--- src/rtl/mem_wb_hs.sv ---
// mem_wb_hs: MEM->WB pipeline stage with valid/ready handshake.
// Two storage slots: OUT drives the WB outputs, SKID catches the one entry
// that may arrive in the cycle WB stalls, because o_ready_M is registered.
// The write-back result is selected at accept time and stored, so WB sees
// a settled value straight from a flop.
// Optional feature macro: MEM_WB_PERF_EN adds saturating stall and
// flushed-entry counters; when it is undefined the counter outputs are tied
// to zero and no counter flops exist.
module mem_wb_hs #(
  parameter int DATA_WIDTH = 32,
  parameter int REG_WIDTH  = 4,
  parameter int CNT_WIDTH  = 16
) (
  input  logic                  clk,
  input  logic                  rst,
  input  logic                  i_valid_M,
  output logic                  o_ready_M,
  input  logic                  i_flush,
  input  logic [DATA_WIDTH-1:0] i_alu_result_M,
  input  logic [DATA_WIDTH-1:0] i_read_data_M,
  input  logic [DATA_WIDTH-1:0] i_pc_plus4_M,
  input  logic [DATA_WIDTH-1:0] i_pc_target_M,
  input  logic [REG_WIDTH-1:0]  i_rd_M,
  input  logic                  i_reg_write_M,
  input  logic [1:0]            i_result_src_M,
  output logic                  o_valid_WB,
  input  logic                  i_ready_WB,
  output logic [DATA_WIDTH-1:0] o_result_WB,
  output logic [REG_WIDTH-1:0]  o_rd_WB,
  output logic                  o_reg_write_WB,
  output logic [CNT_WIDTH-1:0]  o_stall_cnt,
  output logic [CNT_WIDTH-1:0]  o_flush_cnt
);

  // Write-back source selection.
  function automatic logic [DATA_WIDTH-1:0] sel_result(
    input logic [1:0]            src,
    input logic [DATA_WIDTH-1:0] alu,
    input logic [DATA_WIDTH-1:0] rdata,
    input logic [DATA_WIDTH-1:0] pc4,
    input logic [DATA_WIDTH-1:0] tgt
  );
    logic [DATA_WIDTH-1:0] res;
    case (src)
      2'b00:   res = alu;
      2'b01:   res = rdata;
      2'b10:   res = pc4;
      default: res = tgt;
    endcase
    return res;
  endfunction

  // OUT slot (p1) and SKID slot.
  logic                  r_vld_p1;
  logic [DATA_WIDTH-1:0] r_result_p1;
  logic [REG_WIDTH-1:0]  r_rd_p1;
  logic                  r_rw_p1;

  logic                  r_skid_vld_p1;
  logic [DATA_WIDTH-1:0] r_skid_result_p1;
  logic [REG_WIDTH-1:0]  r_skid_rd_p1;
  logic                  r_skid_rw_p1;

  logic                  r_ready;

  logic                  w_accept;
  logic                  w_out_free;
  logic                  w_out_from_skid;
  logic                  w_out_from_in;
  logic                  w_skid_from_in;
  logic                  w_vld_nxt;
  logic                  w_skid_vld_nxt;
  logic [DATA_WIDTH-1:0] w_result_in;

  // Slot movement decisions for this cycle.
  always_comb begin
    w_accept        = i_valid_M & r_ready;
    w_out_free      = ~r_vld_p1 | i_ready_WB;
    w_out_from_skid = w_out_free & r_skid_vld_p1;
    w_out_from_in   = w_out_free & ~r_skid_vld_p1 & w_accept;
    w_skid_from_in  = w_accept & (r_skid_vld_p1 | ~w_out_free);
    w_vld_nxt       = w_out_free ? (r_skid_vld_p1 | w_accept) : 1'b1;
    w_skid_vld_nxt  = w_out_free ? (r_skid_vld_p1 & w_accept)
                                 : (r_skid_vld_p1 | w_accept);
    w_result_in     = sel_result(i_result_src_M, i_alu_result_M,
                                 i_read_data_M, i_pc_plus4_M, i_pc_target_M);
  end

  // Control: slot valids and the registered ready; reset and flush empty both slots.
  always_ff @(posedge clk) begin
    if (rst || i_flush) begin
      r_vld_p1      <= 1'b0;
      r_skid_vld_p1 <= 1'b0;
      r_ready       <= 1'b1;
    end else begin
      r_vld_p1      <= w_vld_nxt;
      r_skid_vld_p1 <= w_skid_vld_nxt;
      r_ready       <= ~w_skid_vld_nxt;
    end
  end

  // ---- stage p1: OUT slot data, loaded from SKID first to keep order ----
  always_ff @(posedge clk) begin
    if (rst) begin
      r_result_p1 <= '0;
      r_rd_p1     <= '0;
      r_rw_p1     <= 1'b0;
    end else if (!i_flush) begin
      if (w_out_from_skid) begin
        r_result_p1 <= r_skid_result_p1;
        r_rd_p1     <= r_skid_rd_p1;
        r_rw_p1     <= r_skid_rw_p1;
      end else if (w_out_from_in) begin
        r_result_p1 <= w_result_in;
        r_rd_p1     <= i_rd_M;
        r_rw_p1     <= i_reg_write_M;
      end
    end
  end

  // SKID slot data: only ever read while its valid is set, so no reset.
  always_ff @(posedge clk) begin
    if (!i_flush && w_skid_from_in) begin
      r_skid_result_p1 <= w_result_in;
      r_skid_rd_p1     <= i_rd_M;
      r_skid_rw_p1     <= i_reg_write_M;
    end
  end

  assign o_ready_M      = r_ready;
  assign o_valid_WB     = r_vld_p1;
  assign o_result_WB    = r_result_p1;
  assign o_rd_WB        = r_rd_p1;
  assign o_reg_write_WB = r_rw_p1 & r_vld_p1;

`ifdef MEM_WB_PERF_EN
  // Saturating add of a 0..2 increment.
  function automatic logic [CNT_WIDTH-1:0] sat_add(
    input logic [CNT_WIDTH-1:0] a,
    input logic [1:0]           b
  );
    logic [CNT_WIDTH:0] s;
    s = {1'b0, a} + {{(CNT_WIDTH-1){1'b0}}, b};
    return s[CNT_WIDTH] ? {CNT_WIDTH{1'b1}} : s[CNT_WIDTH-1:0];
  endfunction

  logic [CNT_WIDTH-1:0] r_stall_cnt;
  logic [CNT_WIDTH-1:0] r_flush_cnt;
  logic [1:0]           w_flush_inc;

  // Number of held entries a flush discards this cycle.
  always_comb begin
    w_flush_inc = {1'b0, r_vld_p1} + {1'b0, r_skid_vld_p1};
  end

  // Performance counters: stalled-output cycles and flushed held entries.
  always_ff @(posedge clk) begin
    if (rst) begin
      r_stall_cnt <= '0;
      r_flush_cnt <= '0;
    end else begin
      if (r_vld_p1 && !i_ready_WB) begin
        r_stall_cnt <= sat_add(r_stall_cnt, 2'd1);
      end
      if (i_flush) begin
        r_flush_cnt <= sat_add(r_flush_cnt, w_flush_inc);
      end
    end
  end

  assign o_stall_cnt = r_stall_cnt;
  assign o_flush_cnt = r_flush_cnt;
`else
  assign o_stall_cnt = '0;
  assign o_flush_cnt = '0;
`endif

endmodule
--- config.mk ---
export PLATFORM = sky130hd
export DESIGN_NAME = mem_wb_hs
export DESIGN_NICKNAME = d
export VERILOG_FILES = /design/src/rtl/mem_wb_hs.sv
export SDC_FILE = /design/constraint.sdc
export NUM_CORES = 1
export LEC_CHECK = 0
export CAP_MARGIN = 15
export CORE_AREA = 2 2 108 110
export DETAILED_ROUTE_END_ITERATION = 16
export DIE_AREA = 0 0 110 112
export GPL_TIMING_DRIVEN = 0
export PLACE_DENSITY = 0.8
export SLEW_MARGIN = 0
export SYNTH_ARGS = -nofsm -noshare
export SYNTH_HDL_FRONTEND = slang
export SYNTH_SLANG_ARGS = --single-unit
--- constraint.sdc ---
create_clock -name clk -period 4.8 [get_ports clk]
set_input_delay 1.44 -clock clk [delete_from_list [all_inputs] [get_ports clk]]
set_output_delay 1.44 -clock clk [all_outputs]
set_load 0.01 [all_outputs]
==> results.tsv <==
stage	metric	value	unit
final_timing	final_max_slew_viol_count	0	
pwr	pg_seq	0.726	mW
critical_path	r2r_slack	3050	ps
final_timing	rsz0062_at_grt	no	
pwr	power-top-group	registers	
critical_path	worstReg2RegStart	o_valid_WB$_SDFF_PP0_	
final_timing	fmax	339.4	MHz
critical_path	critPathSlowestCell	clkdlybuf4s50_1	
pwr	clockPowerShare	39.3	%
critical_path	cp.required	5040	ps
cts	hold_buffers	0	
critical_path	cp-end-kind	flip-flop	
global_route	grt_pass1_wl	17840	um
final_layout	num-fill-cells	930	
final_timing	setup_violations	0	
logic_synthesis	syn_inst	294	
critical_path	start_kind	input port	
worst_hold_path	min_path_type	flip-flop to flip-flop	
pwr	pg_clk	0.690	mW
final_timing	fin_crit_sh	61.38	%
final_timing	setup_slack	1854	ps
critical_path	critPathArrivalTime	3190	ps
worst_hold_path	hold_end	o_result_WB[19]$_SDFFE_PP0P_	
cts	clockRootBuffer	clkbuf_16	
floorplanning	pin_count	211	
final_layout	final_cell_area	6349	um2
pwr	p_comb_share	19.5	%
logic_synthesis	yosysWarnings	0	
logic_synthesis	yosys.stat.seqShare	48.94	%
logic_synthesis	synth_area	3906	um2
floorplanning	die_h	112	um
final_layout	mostFrequentLayoutCell	clkdlybuf4s50_1	
drt	vias	3249	
placement	hpwl	9389	um
placement	pre_cts_slack	1490	ps
cts	post_cts_buffers	0	
final_layout	drive_gt1_share	23.08	%
final_timing	worst-slew-pin-transition	679.1	ps
cts	clk_pin_slew	60	ps
drt	first_iter_violations	112	
final_timing	hold_viol	0	
final_layout	area_growth	62.52	%
final_timing	period_minus_slack	2946	ps
final_layout	layout.nets	655	
cts	cts_resized	0	
critical_path	critical_path.max_fanout	10	
pwr	p_int	1.366	mW
cts	clock_sinks	77	
global_route	grt.total_usage	19.05	%
logic_synthesis	syn_avg_cell_area	13.29	um2
placement	dp.cells	647	
placement	gp_congestion	0.7325	
drt	drc	0	
global_route	met3_usage	5.855	%
critical_path	worstPathCellList	clkdlybuf4s50_1 > nor3_4 > buf_2 > o221ai_1 > a21oi_1	
pwr	p_total	1.758	mW
final_layout	most-common-layout-cells	clkdlybuf4s50_1, dfxtp_1, edfxtp_1	
critical_path	reg2regPathDepth	5	
global_route	grt_use_met2	33.66	%
final_layout	diodes	0	
drt	first_pass_iters	4	
global_route	grt_max_degree	20	
drt	post_drt_via_cell_ratio	4.900	
global_route	grt-ovfl-total	0	
pwr	leakage	2.253	nW
floorplanning	fp_util	34.96	%
final_layout	fin_cells	663	
worst_hold_path	hold_depth	2	
logic_synthesis	yosysChipArea	3906	um2
global_route	met1_usage	21.98	%
cts	clkLatencyLatePin	320	ps
global_route	grt_pass1_vias	3446	
pwr	powerComb	0.342	mW
run_status	status	finished, final reports clean	
pwr	p_sw	0.3914	mW
final_timing	clock_skew	6.187	ps
pwr	seqPwrFrac	41.3	%
final_timing	slew_headroom	54.73	%
drt	detail-route-antenna-nets	0	
floorplanning	core_area	11170	um2
worst_hold_path	hold_start	o_result_WB[19]$_SDFFE_PP0P_	
critical_path	r2r_end	o_result_WB[29]$_SDFFE_PP0P_	
critical_path	critical_path_class	input port to flip-flop	
placement	placed_cell_area	6040	um2
floorplanning	dieArea	12320	um2
cts	cts_tree	built	
critical_path	slowest_delay	540	ps
cts	cts_made_buffers	9	
pwr	vdd_ir_drop_max	0.1813	mV
flow_run	tool_warnings	26	
placement	portBuffers	177	
global_route	antenna_found_initial	1	
cts	clock_path_buffers	2	
pwr	p_per_area	276.9	nW/um2
floorplanning	chipWidth	110	um
-- metal layers --
metal / vias up / part of all wire [%]
li1: 1531 / -
met1: 1559 / 37
met2: 146 / 53
met3: 13 / 8.3
met4: 0 / 1.4
met5: - / 0
-- worst max-delay path, delay by kind of cell --
family / cells / cell delay (ps)
buffers and inverters: 2 / 880
AOI/OAI and AO/OA: 2 / 370
and+or+nand+nor: 1 / 510
-- state kept, by name, indices dropped and copies added (netlist names) --
register          count
r_rw_p1               1
r_skid_rw_p1          1
o_result_WB          32
r_skid_vld_p1         1
o_ready_M             1
o_valid_WB            1
r_skid_rd_p1          4
o_rd_WB               4
r_skid_result_p1     32
-- per-stage QoR --
step / setup TNS [ps] / utilization (%) / hold slack, ps
after floorplan: 0 / - / 471.2
after global placement: -1126 / 53.50 / 442.2
after detailed placement: 0 / 54.05 / 449.8
after CTS: 0 / 56.81 / 458.2
after global routing: 0 / 56.81 / 484.4
final: 0 / 56.81 / 457.5
-- how the worst max path moves through the flow --
stage                from                        endpoint  slack (ps)  depth (start not counted)
3_5_place_dp      i_flush    o_result_WB[29]$_SDFFE_PP0P_        1490                          5
2_1_floorplan  i_ready_WB       r_skid_rd_p1[0]$_DFFE_PP_        1120                          3
4_1_cts           i_flush    o_result_WB[29]$_SDFFE_PP0P_        1820                          5
3_3_place_gp   i_ready_WB  r_skid_result_p1[18]$_DFFE_PP_         -30                          4
5_1_grt           i_flush    o_result_WB[29]$_SDFFE_PP0P_        1730                          5
6_report          i_flush    o_result_WB[29]$_SDFFE_PP0P_        1850                          5
-- kinds of logic after synthesis --
family / after synthesis / synth area share, %
other: 1 / 0.09600
multiplexers: 32 / 18.55
buffers and inverters: 58 / 10.57
AND/OR/NAND/NOR: 54 / 6.150
adder cells (fa/ha/maj): 1 / 0.2563
flip-flops: 77 / 48.94
AND-OR/OR-AND: 71 / 15.44
-- final cells by class --
| class | count | area [um2] | share of cell area (%) |
|---|---|---|---|
| sequential | 77 | 1912 | 30.11 |
| timing repair buffer | 179 | 1827 | 28.77 |
| multi-input combinational | 190 | 1709 | 26.92 |
| buffer | 57 | 409.1 | 6.445 |
| clock buffer | 11 | 254.0 | 4.001 |
| tap | 143 | 178.9 | 2.818 |
| clock inverter | 5 | 55.05 | 0.8672 |
| inverter | 1 | 3.754 | 0.05912 |
-- synth_stat cells --
master | number | area share [%]
buf_12 | 2 | 1.0
edfxtp_1 | 37 | 28
o221ai_2 | 17 | 6.5
nor3_1 | 6 | 0.77
clkbuf_1 | 4 | 0.38
buf_2 | 13 | 1.7
mux4_2 | 31 | 18
and2_1 | 3 | 0.48
nor2_2 | 1 | 0.16
buf_8 | 1 | 0.38
buf_1 | 2 | 0.19
nor3_4 | 1 | 0.42
buf_4 | 34 | 6.5
a21oi_1 | 33 | 4.2
maj3_1 | 1 | 0.26
dfxtp_1 | 40 | 20
a21boi_0 | 1 | 0.19
mux4_1 | 1 | 0.67
nand2_1 | 34 | 3.3
buf_6 | 1 | 0.29
o221ai_1 | 15 | 3.4
conb_1 | 1 | 0.096
nor2_1 | 7 | 0.67
a221oi_1 | 5 | 1.1
nor2b_2 | 1 | 0.22
or3_1 | 1 | 0.16
inv_1 | 1 | 0.096
metal_density.png
The die is cut into 22 by 22 equal tiles; white is low, dark blue is high, scaled to the fullest tile. Values are wire area over tile area, all layers added.
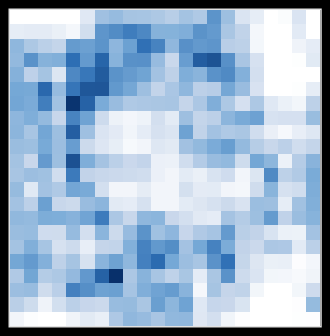
The mean over all tiles is 0.15. 7.9% of the tiles are nearly empty. The fullest tile reaches 0.47. 19% of the tiles are over half the peak.
DRT Wirelength: 11500 um
WL per Instance: 17.35 um

detail.png
The bar under the picture is 5 um long. Window x 72 to 92, y 74 to 94 um. Cells in gray, sequential cells in the stronger gray; small squares are vias.
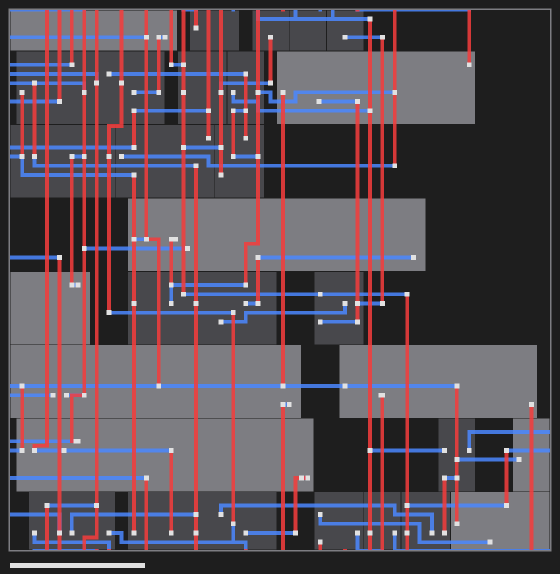
Blue is metal 1. Red is metal 2.
Sequential cells in the window: 6. Netlist names of flops here include r_skid_result_p1 (4), o_result_WB (2). Most frequent: nand2_1 (6), a21oi_1 (6). 24 logic cells have their middle in the window.

No activity file was given, so power comes from the tool's default toggle rates.
